File: src/rtl/tartaruga_pkg.sv
// Shared types and defaults for the tartaruga core's memory-side blocks.
package tartaruga_pkg;

    typedef logic [31:0] bus32_t;

    // Longest run of LSU grants allowed while instruction fetch is waiting.
    localparam int unsigned DEFAULT_MAX_LS_BURST = 4;

    // Which requester owns the access currently sitting in the memory stage.
    typedef enum logic {
        OWN_IF = 1'b0,
        OWN_LS = 1'b1
    } owner_e;

endpackage : tartaruga_pkg

File: src/rtl/mem_port_arbiter.sv
// Two-requester arbiter in front of a single-ported data memory.
// LSU normally wins; a fetch that has been starved for MAX_LS_BURST LSU
// grants is let through. A grant in cycle N is captured into a one-deep
// stage and the memory access, response and any write happen in cycle N+1.
module mem_port_arbiter
    import tartaruga_pkg::*;
#(
    parameter int unsigned MAX_LS_BURST = DEFAULT_MAX_LS_BURST
) (
    input  logic   clk_i,
    input  logic   rstn_i,

    input  logic   if_req_i,
    input  bus32_t if_addr_i,
    output logic   if_gnt_o,
    output logic   if_rvalid_o,
    output bus32_t if_rdata_o,

    input  logic   ls_req_i,
    input  logic   ls_we_i,
    input  bus32_t ls_addr_i,
    input  bus32_t ls_wdata_i,
    output logic   ls_gnt_o,
    output logic   ls_rvalid_o,
    output bus32_t ls_rdata_o,

    output bus32_t mem_addr_o,
    output bus32_t mem_wdata_o,
    output logic   mem_we_o,
    input  bus32_t mem_rdata_i
);

    // A zero limit still needs a one-bit counter; it then simply never counts.
    localparam int unsigned    CNT_W       = (MAX_LS_BURST < 1) ? 1 : $clog2(MAX_LS_BURST + 1);
    localparam logic [CNT_W-1:0] BURST_LIMIT = CNT_W'(MAX_LS_BURST);

    logic [CNT_W-1:0] burst_cnt;
    logic             burst_full;
    logic             ls_win;
    logic             if_win;

    owner_e           own_q;
    bus32_t           addr_q;
    bus32_t           wdata_q;
    logic             we_q;
    logic             valid_q;

    // Same-cycle arbitration; grants are masked while reset is asserted.
    always_comb begin
        burst_full = (burst_cnt == BURST_LIMIT);
        ls_win     = ls_req_i && !(if_req_i && burst_full);
        if_win     = if_req_i && !ls_win;
        ls_gnt_o   = rstn_i && ls_win;
        if_gnt_o   = rstn_i && if_win;
    end

    // Count LSU grants that overtake a waiting fetch; any fetch grant or idle fetch clears it.
    always_ff @(posedge clk_i or negedge rstn_i) begin
        if (!rstn_i) begin
            burst_cnt <= '0;
        end else if (!if_req_i || if_gnt_o) begin
            burst_cnt <= '0;
        end else if (ls_gnt_o && !burst_full) begin
            burst_cnt <= burst_cnt + CNT_W'(1);
        end
    end

    // Capture the granted access; the address is kept when nothing is granted.
    always_ff @(posedge clk_i or negedge rstn_i) begin
        if (!rstn_i) begin
            valid_q <= 1'b0;
            own_q   <= OWN_IF;
            addr_q  <= '0;
            wdata_q <= '0;
            we_q    <= 1'b0;
        end else begin
            valid_q <= ls_gnt_o || if_gnt_o;
            if (ls_gnt_o) begin
                own_q   <= OWN_LS;
                addr_q  <= ls_addr_i;
                wdata_q <= ls_wdata_i;
                we_q    <= ls_we_i;
            end else if (if_gnt_o) begin
                own_q   <= OWN_IF;
                addr_q  <= if_addr_i;
                wdata_q <= '0;
                we_q    <= 1'b0;
            end
        end
    end

    // Drive the memory port and route the read data back to the stage owner.
    always_comb begin
        mem_addr_o  = addr_q;
        mem_wdata_o = wdata_q;
        mem_we_o    = valid_q && we_q;
        if_rvalid_o = valid_q && (own_q == OWN_IF);
        ls_rvalid_o = valid_q && (own_q == OWN_LS);
        if_rdata_o  = if_rvalid_o ? mem_rdata_i : '0;
        ls_rdata_o  = ls_rvalid_o ? mem_rdata_i : '0;
    end

endmodule : mem_port_arbiter

File: config.mk
export PLATFORM = sky130hd
export DESIGN_NAME = mem_port_arbiter
export DESIGN_NICKNAME = d
export VERILOG_FILES = /design/src/rtl/tartaruga_pkg.sv /design/src/rtl/mem_port_arbiter.sv
export SDC_FILE = /design/constraint.sdc
export NUM_CORES = 1
export LEC_CHECK = 0
export ABC_AREA = 1
export CAP_MARGIN = 20
export CELL_PAD_IN_SITES_DETAIL_PLACEMENT = 1
export CELL_PAD_IN_SITES_GLOBAL_PLACEMENT = 1
export CORE_UTILIZATION = 19
export CTS_CLUSTER_SIZE = 8
export DETAILED_ROUTE_END_ITERATION = 16
export HOLD_SLACK_MARGIN = 0.06
export MAX_ROUTING_LAYER = met4
export PLACE_DENSITY_LB_ADDON = 0.12
export SYNTH_ARGS = -nofsm -noshare
export SYNTH_HDL_FRONTEND = slang
export SYNTH_SLANG_ARGS = --single-unit
File: constraint.sdc
create_clock -name clk_i -period 1.4 [get_ports clk_i]
set_input_delay 0.21 -clock clk_i [delete_from_list [all_inputs] [get_ports clk_i]]
set_output_delay 0.21 -clock clk_i [all_outputs]
set_load 0.01 [all_outputs]
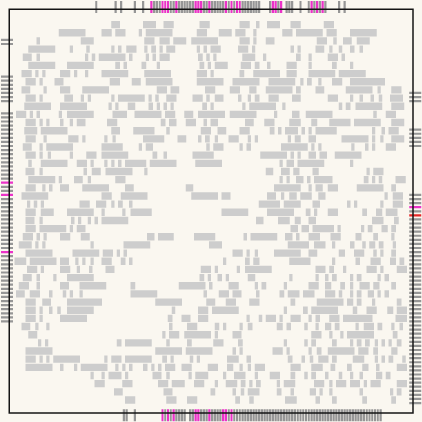
Run 1: I/O pins on the die edge
(3 px per um) Pins as bars across the die edge, other pins in gray.
Key: magenta = ls_addr_i [pins 32, direction input, edge 19 top, 9 bottom, 3 left, 1 right]; red = if_rvalid_o [pins 1, direction output, edge right]

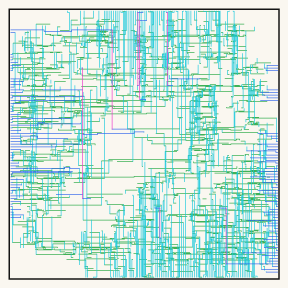
Run 1: signal wires by layer
(2 px per um)
Key: magenta = M4 [wire length 271 um]; blue = M3 [wire length 1040 um]; cyan = M2 [wire length 8230 um]; green = M1 [wire length 6170 um]

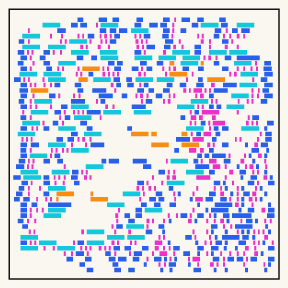
Run 1: placed cells, one color a class
(2 px per um)
Key: blue = remaining buffers and delay cells [cells 310, share of their area 45%]; orange = clock drivers and dummy loads [cells 16, share of their area 4.2%]; magenta = remaining logic cells [cells 359, share of their area 24%]; cyan = registers [cells 70, share of their area 26%]

==> results.ini, run 1 <==
[final_layout]
drive_gt1_frac=0.217
nClkBuffers=11
area_delta_synth_final_pct=108
mostFrequentLayoutCell=nand2_1

[sta]
setup_ws_ns=-0.206
slew_viol_final=0
max_slew_margin=0.394
setup_viol=134

[cts]
clk_path_buf_depth=2
cts_tree=done
cts_root_buffer=clkbuf_16

[critical_path]
end_kind=output pin
arrival_ns=1.40

[synthesis]
synthFlopType=dfrtp_1
ys_types=18

[status]
status=complete, but fails checks
failed_checks=setup timing

[floorplanning]
core.rowCount=47
fp_util=0.197

[power]
power_density_nw_per_um2=919
pg_comb_mw=1.82
switching_share=0.290

[placement]
port_buffers=265

[route]
top_layer_used=met4

[flow_run]
tool_warnings=29
drv_cap=0

## run 1: metrics by stage
step | hold slack [ns] | TNS, ns | std cells | worst slack (ns) | instance area [um2]
final | 0.0584 | -15.79 | 975 | -0.206 | 6890
after global routing | 0.121 | -27.43 | 975 | -0.291 | 6890
after CTS | 0.0890 | -21.71 | 967 | -0.246 | 6700
after detailed placement | 0.272 | -31.76 | 941 | -0.503 | 6470
after global placement | 0.266 | -29.50 | 941 | -0.484 | 6470
after floorplan | -0.0856 | 0 | 452 | 0.0224 | 3320
## run 1: repair_timing
| item | CTS | global route |
|---|---|---|
| setup endpoints to repair | 198 | 170 |
| resized | 245 | 153 |
| hold buffers | 1 | 0 |
| hold endpoints to repair | 18 | 0 |
| setup buffers | 6 | 4 |
| pin swaps | 4 | 2 |
| cloned | 3 | 4 |
==> inputs of run 2 (changes only) <==
HOLD_SLACK_MARGIN = 0.15   (was 0.06)
SKIP_LAST_GASP = 1   (was unset)
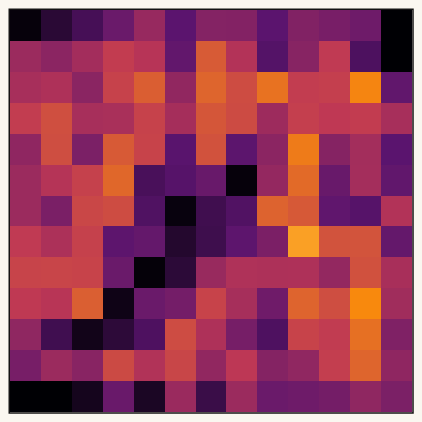
Run 2: cell density map
(3 px per um) The die is cut into 13 by 13 equal tiles; black is low, pale yellow is high, 0 to 100% covered.
4.1% of the tiles are nearly empty. 0.60% of the tiles are over 75% full. The mean over all tiles is 39%. The fullest tile reaches 79%.

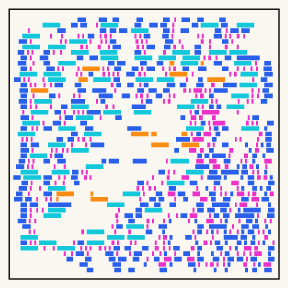
Run 2: placed cells, one color a class
(2 px per um)
Key: cyan = registers [cells 70, share of their area 25%]; magenta = remaining logic cells [cells 359, share of their area 24%]; orange = clock drivers and dummy loads [cells 16, share of their area 3.9%]; blue = remaining buffers and delay cells [cells 321, share of their area 47%]

==> run 2 against run 1 <==
Against the previous run: the flow still finishes with violations (setup timing); sequential power is essentially flat; largest power group unchanged; global-route usage grew 0.11 points; critical endpoint is now if_rdata_o[31]; final area grew 6.1%; worst setup slack lost 0.032 ns; worst hold slack gained 0.22 ns; flip-flop count is the same; critical path depth is the same; critical path type unchanged; register-to-register slack is essentially flat; largest cell class unchanged; combinational power grew 8%; routed wire length grew 1.5%; via count grew 0.83%; non-clock buffer count grew 11.
==> results.ini, run 2 <==
[status]
status=complete, but fails checks
failed_checks=setup timing

[synthesis]
ys_types=18
synthFlopType=dfrtp_1

[critical_path]
slowest_stage=dfrtp_1
end_kind=output pin

[floorplanning]
core.rowCount=47

[power]
pg_comb_mw=1.97
power_density_nw_per_um2=888

[sta]
fin_hold_ws_ns=0.275
setup_viol=134
slew_viol_final=0
max_slew_margin=0.533
setup_ws_ns=-0.238

[flow_run]
drv_cap=0
tool_warnings=29

[placement]
pre_cts_ws_ns=-0.503
placed_cell_area_um2=6470
dp_cells=941
port_buffers=265

[final_layout]
drive_gt1_frac=0.243
stdcell_count=986
mostFrequentLayoutCell=nand2_1
antenna_cells=0
fin_area_um2=7310

[cts]
postCtsHoldBufs=1
cts_resized=176
cts_tree=done
post-cts-setup-buffers=6
cts_root_buffer=clkbuf_16

[run 2: cell counts after synthesis]
No cell type changed its count.
[run 2: final timing paths]
path / from / endpoint / slack (ns) / cells after the start
worst max-delay path: own_q$_DFFE_PN0P_ / if_rdata_o[31] / -0.24 / 6
worst min-delay path: rstn_i / own_q$_DFFE_PN0P_ / 0.27 / 3
worst max register to register: burst_cnt[0]$_DFFE_PN0P_ / mem_addr_o[27]$_DFFE_PN0P_ / -0.19 / 9
worst min register to register: mem_wdata_o[31]$_DFFE_PN0P_ / mem_wdata_o[31]$_DFFE_PN0P_ / 0.47 / 2
max in group asynchronous: rstn_i / mem_addr_o[6]$_DFFE_PN0P_ / 0.19 / 3
min in group asynchronous: rstn_i / mem_addr_o[31]$_DFFE_PN0P_ / 0.50 / 3
No activity file was given, so power comes from the tool's default toggle rates.
